sizes.png
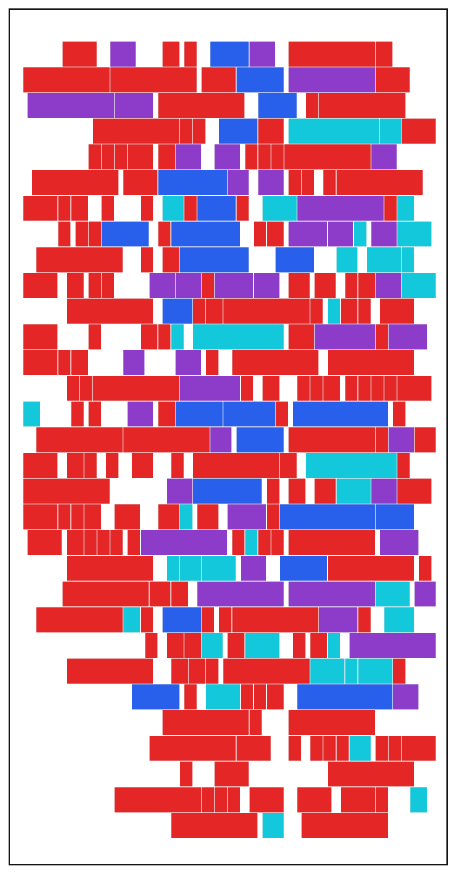
clk_routes.png
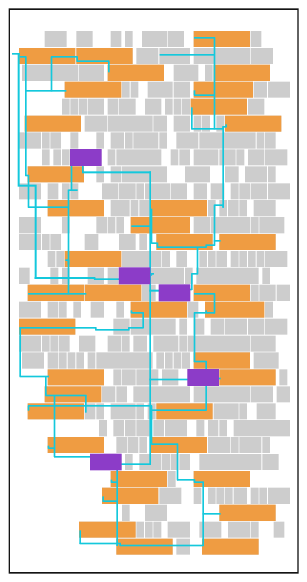
clocks.png
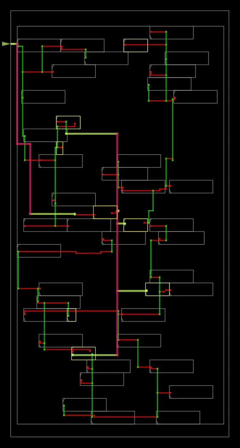
placement_by_type.png
Bar = 10 um.
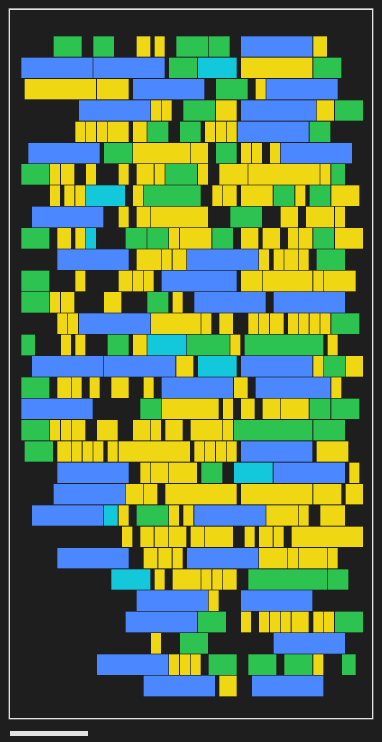
<file path="src/rtl/bcd_pkg.sv">
// Shared constants and FSM encoding for the sequential binary-to-BCD converter.
package bcd_pkg;

  typedef enum logic [1:0] {
    ST_IDLE = 2'd0,
    ST_CONV = 2'd1,
    ST_DONE = 2'd2
  } state_e;

  localparam int DIGIT_W     = 4;
  localparam int ADD3_THRESH = 5;

endpackage

</file>
<file path="src/rtl/bcd_add3.sv">
// Double-dabble digit correction: adds 3 to a BCD digit that would overflow past 9 after the next shift.
module bcd_add3
  import bcd_pkg::*;
(
  input  logic [3:0] din,
  output logic [3:0] dout
);

  always_comb begin
    dout = din;
    if (din >= 4'(ADD3_THRESH)) begin
      dout = din + 4'd3;
    end
  end

endmodule

</file>
<file path="src/rtl/bin2bcd_seq.sv">
// Iterative double-dabble converter: one bit per cycle, IN_W cycles per conversion,
// result held on bcd from CONV->DONE until the next conversion completes.
module bin2bcd_seq
  import bcd_pkg::*;
#(
  parameter int IN_W = 8,
  parameter int NDIG = 3
) (
  input  logic                    clk,
  input  logic                    rst_n,
  input  logic                    in_valid,
  output logic                    in_ready,
  input  logic [IN_W-1:0]         in_bin,
  output logic                    out_valid,
  input  logic                    out_ready,
  output logic [DIGIT_W*NDIG-1:0] bcd
);

  localparam int BW    = DIGIT_W * NDIG;
  localparam int CNT_W = $clog2(IN_W + 1);
  localparam logic [CNT_W-1:0] LAST_ITER = CNT_W'(IN_W - 1);

  // Handshake: a transfer happens on a rising edge where valid && ready are both high;
  // ready depends only on the registered state, so no input reaches an output combinationally.
  state_e            state_q, state_d;
  logic [IN_W-1:0]   shift_q, shift_d;
  logic [BW-1:0]     work_q, work_d;
  logic [BW-1:0]     bcd_q, bcd_d;
  logic [CNT_W-1:0]  cnt_q, cnt_d;
  logic [BW-1:0]     adj;

  for (genvar g = 0; g < NDIG; g++) begin : g_digit
    bcd_add3 u_add3 (
      .din  (work_q[g*DIGIT_W +: DIGIT_W]),
      .dout (adj[g*DIGIT_W +: DIGIT_W])
    );
  end

  // The top digit never reaches 8 for a legal IN_W/NDIG pair, so its MSB is shifted out as zero.
  logic unused_adj_msb;
  assign unused_adj_msb = adj[BW-1];

  always_comb begin
    state_d = state_q;
    shift_d = shift_q;
    work_d  = work_q;
    bcd_d   = bcd_q;
    cnt_d   = cnt_q;
    case (state_q)
      ST_IDLE: begin
        if (in_valid) begin
          shift_d = in_bin;
          work_d  = '0;
          cnt_d   = '0;
          state_d = ST_CONV;
        end
      end
      ST_CONV: begin
        work_d  = {adj[BW-2:0], shift_q[IN_W-1]};
        shift_d = shift_q << 1;
        cnt_d   = cnt_q + 1'b1;
        if (cnt_q == LAST_ITER) begin
          bcd_d   = work_d;
          state_d = ST_DONE;
        end
      end
      ST_DONE: begin
        if (out_ready) begin
          state_d = ST_IDLE;
        end
      end
      default: state_d = ST_IDLE;
    endcase
  end

  always_ff @(posedge clk or negedge rst_n) begin
    if (!rst_n) begin
      state_q <= ST_IDLE;
      shift_q <= '0;
      work_q  <= '0;
      bcd_q   <= '0;
      cnt_q   <= '0;
    end else begin
      state_q <= state_d;
      shift_q <= shift_d;
      work_q  <= work_d;
      bcd_q   <= bcd_d;
      cnt_q   <= cnt_d;
    end
  end

  assign in_ready  = (state_q == ST_IDLE);
  assign out_valid = (state_q == ST_DONE);
  assign bcd       = bcd_q;

endmodule

</file>
<file path="config.mk">
export PLATFORM = sky130hd
export DESIGN_NAME = bin2bcd_seq
export DESIGN_NICKNAME = d
export VERILOG_FILES = /design/src/rtl/bcd_pkg.sv /design/src/rtl/bcd_add3.sv /design/src/rtl/bin2bcd_seq.sv
export SDC_FILE = /design/constraint.sdc
export NUM_CORES = 1
export LEC_CHECK = 0
export ABC_AREA = 1
export CAP_MARGIN = 20
export CORE_ASPECT_RATIO = 2
export CORE_UTILIZATION = 48
export CTS_CLUSTER_SIZE = 25
export DETAILED_ROUTE_END_ITERATION = 8
export GPL_TIMING_DRIVEN = 0
export PLACE_DENSITY = 0.81
export SLEW_MARGIN = 20
export SYNTH_ARGS = -nofsm -noshare
export SYNTH_HDL_FRONTEND = slang
export SYNTH_SLANG_ARGS = --single-unit
export TNS_END_PERCENT = 50
</file>
<file path="constraint.sdc">
create_clock -name clk -period 1.25 [get_ports clk]
set_input_delay 0.25 -clock clk [delete_from_list [all_inputs] [get_ports clk]]
set_output_delay 0.25 -clock clk [all_outputs]
set_load 0.02 [all_outputs]
</file>
==> results.ini <==
[synth]
area_leaders = dfrtp_1 51%, nand2_1 18%, nand3_1 7.7%
numSynthFlops = 38
syn_inst = 223
synth.distinct_cells = 24
ys_warn_count = 0
syn_area_um2 = 1870
ys_area_um2 = 1870
syn_area_per_cell_um2 = 8.40
top_area_cell = dfrtp_1
fp_nets = 242
yosysCellCount = 223
top_area_frac = 0.508

[timing]
hold_viol = 0
layout_min_cycle_time_ns = 1.35
fin_crit_sh = 1.08
relSlewSlack = 0.678
setup-violations-final = 20
worst_pin_slew_ns = 0.483
final.setup_skew_ns = 0.00974
worst_slack_ns = -0.103
rsz0062_at_grt = true
drv_slew = 0
max_freq_ghz = 0.739

[floorplanning]
fp_util = 0.508
dieWidth_um = 46.2
core_area_um2 = 3680
die.size.y_um = 90.3
die_area_um2 = 4170
io_pins = 26

[place]
pre_cts_ws_ns = -0.250
dp_hpwl_um = 2930
gp_congestion = 0.877

[setup_path]
cpPeakStageDelay_ns = 0.41
reg2regPathDepth = 5
rr_startpoint = work_q[0]
startpoint_type = flip-flop
cp_cell_sequence = inv_2, ha_4, nor2_1, o21ai_0, o21ai_0
worstPathArrival_ns = 1.52
cp_slowest_cell = dfrtp_1
rr_endpoint = bcd[3]
worstSetupPathType = reg -> reg
critPathRequiredTime_ns = 1.41
crit_top_cell = o21ai_0
cp_max_fo = 4
endpoint_kind = flip-flop

[detailed_routing]
remaining_drc_errors = 0
dr_wl_met2_um = 3320
wl_met3_um = 174
ant_nets = 0
routed-via-count = 1875
wl_um = 5940
viasPerCell = 5.66
first_pass_iters = 4
top_layer = met4
wl_met1_um = 2130
wire_per_inst_um = 17.9
drt-initial-drc-count = 71

[run_status]
outcome = finished, violations left
violations = negative setup slack

[power_and_ir_drop]
powerDensity_nw_per_um2 = 2800
ir_worst_vdd_mv = 1.41
p_leak_nw = 1.38

[cells_and_area]
layout_top_cell = nand2_1
area_growth_pct = 49.8
final_cell_mix = 77 x nand2_1, 35 x dfrtp_1, 19 x buf_4
diodes = 0
num-fill-cells = 242
final_core_util = 0.761

[grt]
grt_usage = 0.262
grt_overflow = 0
antenna_found_initial = 0
grt_max_degree = 21
grt_pass1_wl_um = 7940
grt_pass1_vias = 1792

[clocking]
tritoncts = done
cts-root-buf = clkbuf_8
clk_pin_slew_worst_paths_ns = 0.08
htreeDepth = 2
cts_buffer_depth = 2

[min_path]
worstHoldPathType = in -> async

[flow_run]
warnings = 31
max-cap-violations = 0

-- sizes.png (at the start) --
color	size	cells	share	most used
purple	_3 and _4 cells	39	14%	buf_4
blue	_6 and larger	22	7.8%	buf_6
cyan	_2 cells	35	12%	nand3_2
red	_0 and _1 cells	186	66%	nand2_1
worst setup margin: -0.103 ns
final non-filler cell area: 2810 um^2
bufs w/o clock: 55

-- clk_routes.png (at the start) --
[cyan] clock wires | length: 522 um
[purple] clock drivers | count: 5
[orange] flip-flops | count: 38
flops lie	spread over the die
routed clock nets	6
clock power share: 0.113
Clk Latency, worst-skew pair: 0.29 ns

-- clocks.png (at the start) --
clock buffer count from CTS: 5
clk sink count: 38
P_clk: 0.000889 W

-- placement_by_type.png (at the start) --
color	class	cells	share of their area
cyan	clock drivers and dummy loads	8	3.3%
blue	sequential cells	38	35%
green	remaining buffers and delay cells	55	21%
yellow	combinational and other logic	181	41%
Cell Rows: 31
Seq area share: 0.340

==> critical path, delay by kind of cell (launching register included) <==
family	cells	cell delay, ns
compound gates	2	0.51
flops	1	0.41
fa+ha+maj	1	0.14
buf+inv	1	0.11
simple gates	1	0.05
==> state kept, by name, indices dropped and copies added, names as in the netlist <==
register / flops
state_q: 2
shift_q: 8
work_q: 12
bcd: 12
cnt_q: 4
==> cells by family (layout without fill, tap and decap cells) <==
group | after synthesis | after routing | share of synthesized area
buf+inv | 24 | 83 | 0.0615
flops | 38 | 38 | 0.508
simple gates | 136 | 136 | 0.329
fa+ha+maj | 7 | 7 | 0.0468
compound gates | 18 | 18 | 0.0548
==> layout make-up <==
cell class,instances,area (um^2),share of cell area
Multi-Input combinational cell,161,1040,0.372
Inverter,20,90.1,0.0321
Clock inverter,1,5.00,0.00178
Tap cell,49,61.3,0.0219
Timing Repair Buffer,52,531,0.189
Clock buffer,7,86.3,0.0308
Sequential cell,38,955,0.340
Buffer,3,33.8,0.0120
==> Yosys cell counts (all sizes together) <==
| cell type | instances |
|---|---|
| a21oi | 3 |
| buf | 4 |
| dfrtp | 38 |
| ha | 7 |
| inv | 20 |
| nand2 | 91 |
| nand3 | 30 |
| nand4 | 6 |
| nor2 | 9 |
| o211ai | 1 |
| o21a | 1 |
| o21ai | 9 |
| o21bai | 1 |
| o22ai | 2 |
| o31ai | 1 |
==> how the worst max path moves through the flow <==
| stage | start | to | slack, ns |
|---|---|---|---|
| 4_1_cts | state_q[1] | out_valid | -0.08 |
| 6_report | work_q[0] | bcd[3] | -0.10 |
| 3_5_place_dp | state_q[1] | out_valid | -0.25 |
| 2_1_floorplan | cnt_q[0] | bcd[4] | 0.02 |
| 5_1_grt | work_q[0] | work_q[3] | -0.13 |
| 3_3_place_gp | rst_n | bcd[6] | -0.98 |
==> metal layers <==
| metal | global-route usage | vias to the layer above |
|---|---|---|
| li1 | - | 840 |
| met1 | 0.270 | 940 |
| met4 | 0.172 | 0 |
| met2 | 0.444 | 68 |
| met5 | 0 | - |
| met3 | 0.0480 | 27 |
==> report_power, final <==
| part | switching, W | internal (W) |
|---|---|---|
| clock network | 0.000443 | 0.000445 |
| logic | 0.00272 | 0.00192 |
| registers | 0.000522 | 0.00179 |
==> through the flow <==
stage | hold slack, ns | instances | setup TNS [ns] | power, W
2_1_floorplan | -0.0456 | 223 | 0 | 0.00434
3_3_place_gp | 0.460 | 297 | -40.14 | 0.00519
3_5_place_dp | 0.238 | 298 | -3.56 | 0.00534
4_1_cts | 0.456 | 316 | -0.561 | 0.00655
5_1_grt | 0.495 | 331 | -2.25 | 0.00833
6_report | 0.442 | 331 | -0.989 | 0.00784
==> repair_timing <==
action                                  CTS  global route
buffers inserted                          7            16
cloned                                    2             0
pin swaps                                10            35
endpoints found under the setup margin   37            41
hold buffers                              1             0
hold endpoints to repair                 18             0
gates resized                            49            66
Power is estimated from default activity; no workload was simulated.
